### Signal wires on met1

Supply wires on this layer in gray.
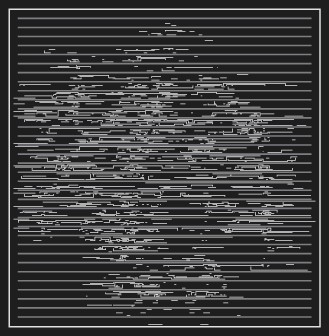
### Met2 routing

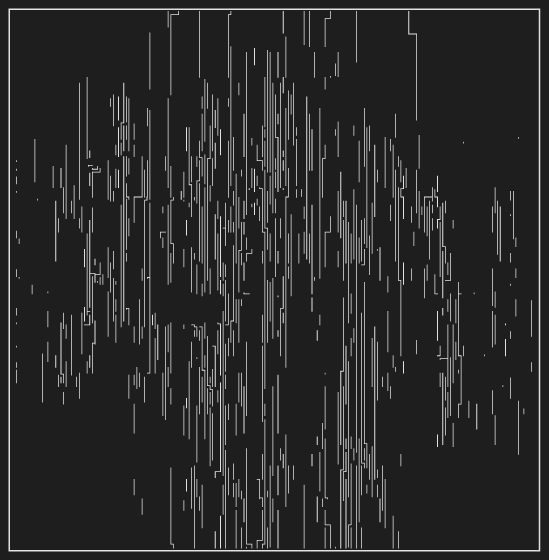
### The metal 3 layer

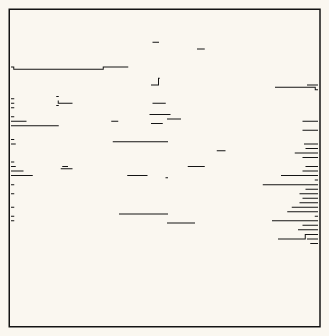
File: src/rtl/isa_program_loader.sv
// rtl/isa_program_loader.sv - packs field-level instructions into 16-bit words and writes them to instruction RAM
// Optional checksum output enabled by defining LOADER_CHECKSUM_EN.
module isa_program_loader #(
    parameter int ADDR_W = 8,
    parameter int DATA_W = 16
) (
    input  logic              clk,
    input  logic              rst,
    input  logic              start,
    input  logic [ADDR_W-1:0] base_addr,
    input  logic              in_valid,
    output logic              in_ready,
    input  logic [2:0]        f_opcode,
    input  logic [1:0]        f_op,
    input  logic [2:0]        f_rn,
    input  logic [2:0]        f_rd,
    input  logic [2:0]        f_rm,
    input  logic [1:0]        f_shift,
    input  logic [7:0]        f_imm,
    input  logic [2:0]        f_cond,
    output logic              wr_en,
    output logic [ADDR_W-1:0] wr_addr,
    output logic [DATA_W-1:0] wr_data,
    output logic              illegal,
    output logic              busy,
    output logic              done,
    output logic              overflow,
    output logic [ADDR_W:0]   count
`ifdef LOADER_CHECKSUM_EN
    ,
    output logic [15:0]       checksum
`endif
);

    typedef enum logic [1:0] {
        S_IDLE,
        S_LOAD,
        S_DONE
    } state_t;

    localparam logic [ADDR_W-1:0] LAST_ADDR = {ADDR_W{1'b1}};
    localparam logic [ADDR_W-1:0] PTR_ONE   = {{(ADDR_W-1){1'b0}}, 1'b1};
    localparam logic [ADDR_W:0]   CNT_ONE   = {{ADDR_W{1'b0}}, 1'b1};

    state_t            state_q, state_d;
    logic [ADDR_W-1:0] ptr;
    logic              full;
    logic              wr_en_q;
    logic              illegal_q;
    logic [DATA_W-1:0] enc;
    logic              legal;
    logic              is_halt;
    logic              accept;
    logic              restart;

    assign accept  = in_valid && in_ready;
    assign restart = start && (state_q != S_LOAD);

    always_comb begin
        enc     = '0;
        legal   = 1'b0;
        is_halt = 1'b0;
        case (f_opcode)
            3'b110: begin
                if (f_op == 2'b10) begin
                    enc   = {3'b110, 2'b10, f_rn, f_imm};
                    legal = 1'b1;
                end else if (f_op == 2'b00) begin
                    enc   = {3'b110, 2'b00, 3'b000, f_rd, f_shift, f_rm};
                    legal = 1'b1;
                end
            end
            3'b101: begin
                // CMP has no destination, MVN has no first operand
                enc   = {3'b101, f_op,
                         (f_op == 2'b11) ? 3'b000 : f_rn,
                         (f_op == 2'b01) ? 3'b000 : f_rd,
                         f_shift, f_rm};
                legal = 1'b1;
            end
            3'b011: begin
                enc   = {3'b011, 2'b00, f_rn, f_rd, f_imm[4:0]};
                legal = (f_op == 2'b00);
            end
            3'b100: begin
                enc   = {3'b100, 2'b00, f_rn, f_rd, f_imm[4:0]};
                legal = (f_op == 2'b00);
            end
            3'b001: begin
                enc   = {3'b001, 2'b00, f_cond, f_imm};
                legal = (f_op == 2'b00) && (f_cond == 3'b000);
            end
            3'b111: begin
                enc     = {3'b111, 13'b0};
                legal   = 1'b1;
                is_halt = 1'b1;
            end
            default: begin
                enc   = '0;
                legal = 1'b0;
            end
        endcase
    end

    always_ff @(posedge clk) begin
        if (rst) begin
            state_q <= S_IDLE;
        end else begin
            state_q <= state_d;
        end
    end

    always_comb begin
        state_d  = state_q;
        in_ready = 1'b0;
        busy     = 1'b0;
        case (state_q)
            S_IDLE: begin
                if (start) state_d = S_LOAD;
            end
            S_LOAD: begin
                in_ready = !full;
                busy     = 1'b1;
                if (accept && legal && is_halt) begin
                    state_d = S_DONE;
                end else if (full && in_valid) begin
                    state_d = S_DONE;
                end
            end
            S_DONE: begin
                if (start) state_d = S_LOAD;
            end
            default: state_d = S_IDLE;
        endcase
    end

    always_ff @(posedge clk) begin
        if (rst) begin
            ptr       <= '0;
            full      <= 1'b0;
            wr_en_q   <= 1'b0;
            wr_addr   <= '0;
            wr_data   <= '0;
            illegal_q <= 1'b0;
            done      <= 1'b0;
            overflow  <= 1'b0;
            count     <= '0;
`ifdef LOADER_CHECKSUM_EN
            checksum  <= '0;
`endif
        end else begin
            wr_en_q   <= 1'b0;
            illegal_q <= 1'b0;
            // done trails the DONE state by one cycle and drops as soon as a restart is taken
            done      <= (state_q == S_DONE) && !start;
            if (restart) begin
                ptr      <= base_addr;
                full     <= 1'b0;
                count    <= '0;
                overflow <= 1'b0;
`ifdef LOADER_CHECKSUM_EN
                checksum <= '0;
`endif
            end else if (state_q == S_LOAD) begin
                if (accept) begin
                    if (legal) begin
                        wr_en_q <= 1'b1;
                        wr_addr <= ptr;
                        wr_data <= enc;
                        count   <= count + CNT_ONE;
`ifdef LOADER_CHECKSUM_EN
                        checksum <= checksum + enc;
`endif
                        // the pointer parks on the last address instead of wrapping
                        if (ptr == LAST_ADDR) begin
                            full <= 1'b1;
                        end else begin
                            ptr <= ptr + PTR_ONE;
                        end
                    end else begin
                        illegal_q <= 1'b1;
                    end
                end else if (full && in_valid) begin
                    overflow <= 1'b1;
                end
            end
        end
    end

    // a reset arriving while a write is pending must not reach the RAM
    assign wr_en   = wr_en_q && !rst;
    assign illegal = illegal_q && !rst;

endmodule
File: config.mk
export PLATFORM = sky130hd
export DESIGN_NAME = isa_program_loader
export DESIGN_NICKNAME = d
export VERILOG_FILES = /design/src/rtl/isa_program_loader.sv
export SDC_FILE = /design/constraint.sdc
export NUM_CORES = 1
export LEC_CHECK = 0
export CORE_AREA = 2 2 91 93
export DETAILED_ROUTE_END_ITERATION = 10
export DIE_AREA = 0 0 93 95
export PLACE_DENSITY = 0.64
export SYNTH_ARGS = -nofsm -noshare
export SYNTH_HDL_FRONTEND = slang
export SYNTH_SLANG_ARGS = --single-unit
File: constraint.sdc
create_clock -name clk -period 1.68 [get_ports clk]
set_input_delay 0.336 -clock clk [delete_from_list [all_inputs] [get_ports clk]]
set_output_delay 0.336 -clock clk [all_outputs]
set_load 0.01 [all_outputs]
==> results.txt <==
Status on the layout run. Row generation in the floorplan step produced 33 rows. Post-layout minimum cycle time landed at approximately 1.6 ns. Routability-driven placement finished with a final weighted congestion of 0.817.

Maximum fanout count along the critical path landed at 5. Per the cell usage report, the commonest logic cells after layout are sky130_fd_sc_hd__clkdlybuf4s50_1, sky130_fd_sc_hd__buf_4, sky130_fd_sc_hd__dfxtp_1. Proportion of synthesized flip-flops having asynchronous set or reset landed at 0%. STA classifies the critical path startpoint as a flip-flop. Layout buffer count excluding clock buffers landed at 133. Number of antenna cells inserted landed at 0.

Yosys stat cell total landed at around 280. Sequential power landed at ~1.2 mW. Per report_power, the Combinational row totals ~0.50 mW. Looking at the post-CTS report, the setup buffer insertion count equals 5. In the final layout, the registers with the most flip-flops are wr_data: 16 flops, count: 9 flops. Number of placed cells counting well taps landed at 489. The layout report lists the multi-input gate area as 1340 sq um.

For this run, the post-layout net count is ~440. The endpoint of the worst hold path is reported as wr_data[8]. VDD sags by at most approximately 0.46 mV. The H-tree was split into 2 levels. Share of the core filled with cells landed at 47.9%.

Per the run summary, max-cap violations total 0. Number of max-slew violations in the final report landed at 0. Non-clock inverters in the final layout number 7.

Number of antenna violations at the first check in global routing landed at 0. Among the non-sequential cells, simple AND/OR/NAND/NOR gates take the most area. Worst-case reg-to-reg path depth landed at 8. The most used flip-flop cell after synthesis is sky130_fd_sc_hd__dfxtp_1. The cell type that accounts for the most area after synthesis is sky130_fd_sc_hd__dfxtp_1.

The clock passes through at most 2 buffers. The OpenROAD report gives the critical path a data arrival time of 1.83 ns. The logs give a warning total of 29. The warning tally printed by Yosys for this design is 0. The run finished with clean final reports.

According to the CTS report, the clock sink count is between 40 and 50. The tightest hold path in the finished design has a slack of approximately 0.38 ns. The global router reports that the layer with the highest usage is met2.

Post-layout instance area landed at about 3800 sq um. Die boundary height landed at about 95 microns. Power density of the placed cells landed at 662 nW/um^2. Portion of total power attributed to sequential cells landed at 47.7%. In this run the full chip footprint comes out at 8840 sq um. Sorting the synthesized cells by area gives the leading types as sky130_fd_sc_hd__dfxtp_1, sky130_fd_sc_hd__nand2_1, sky130_fd_sc_hd__nor2_1, sky130_fd_sc_hd__a21oi_1, sky130_fd_sc_hd__a221oi_1. The highest clock rate this design can be run at is between 0.6 and 0.7 GHz. Number of flip-flops in the largest register landed at 16.

In the setup report, the worst path falls into the class flip-flop to flip-flop. In this run the remaining antenna-violating nets after routing total 0. Post-placement setup slack landed at -0.751 ns. Total negative slack landed at 0 ns. Number of enable-type register cells in the synthesized netlist landed at 0. Per the hold report, the tightest min-delay path originates at f_cond[0]. After clock tree synthesis, the flow added hold-fix buffers numbering 0. Area growth from synthesis to layout landed at 67.3%. The worst path uses 97.6% of the clock period. For this run, the detailed router reports a per-instance via density of slightly above 5. Mean area per synthesized cell landed at between 8 and 9 sq um. Number of clock buffer instances in the layout landed at 5. Worst clock skew landed at roughly 0.0086 ns. Leaving out fill and tap cells, the most frequent cell in the layout is sky130_fd_sc_hd__clkdlybuf4s50_1. Number of nets produced by synthesis landed at approximately 320.

Synthesized netlist cell count landed at between 200 and 300. Hold violation total from the final report landed at 0. Post-CTS repair changed the size of 41 cells. STA puts the critical path data required time at between 1.5 and 2 ns.

Grouping stages by cell kind, the critical path spends the most delay in AND-OR/OR-AND gates. Via count of the first global-routing pass landed at between 2,000 and 2,500. The synthesis run shows the most used standard cells to be sky130_fd_sc_hd__dfxtp_1, sky130_fd_sc_hd__nand2_1, sky130_fd_sc_hd__nor2_1, sky130_fd_sc_hd__a21oi_1, sky130_fd_sc_hd__nor3_1.

The largest part of the power goes to sequential cells.
-- 'Signal wires on met1' (at the start) --
longest straight run: 44.2 microns
wire length on this layer: 3,610 microns

-- 'Met2 routing' (at the start) --
wire length on this layer: 3,440 microns
share of all routed wire: 46%
main direction: vertical
longest straight run: 43.5 microns
nets with wire on the layer: 382
total number of vias: 2,544
met2 usage: 27.8%

-- 'The metal 3 layer' (at the start) --
nets with wire on the layer: 55
share of all routed wire: 4.3%
main direction: horizontal
post-detailed-routing wire length: 7490 microns
GR Util met3: 3.75%

No activity file was given, so power comes from the tool's default toggle rates.
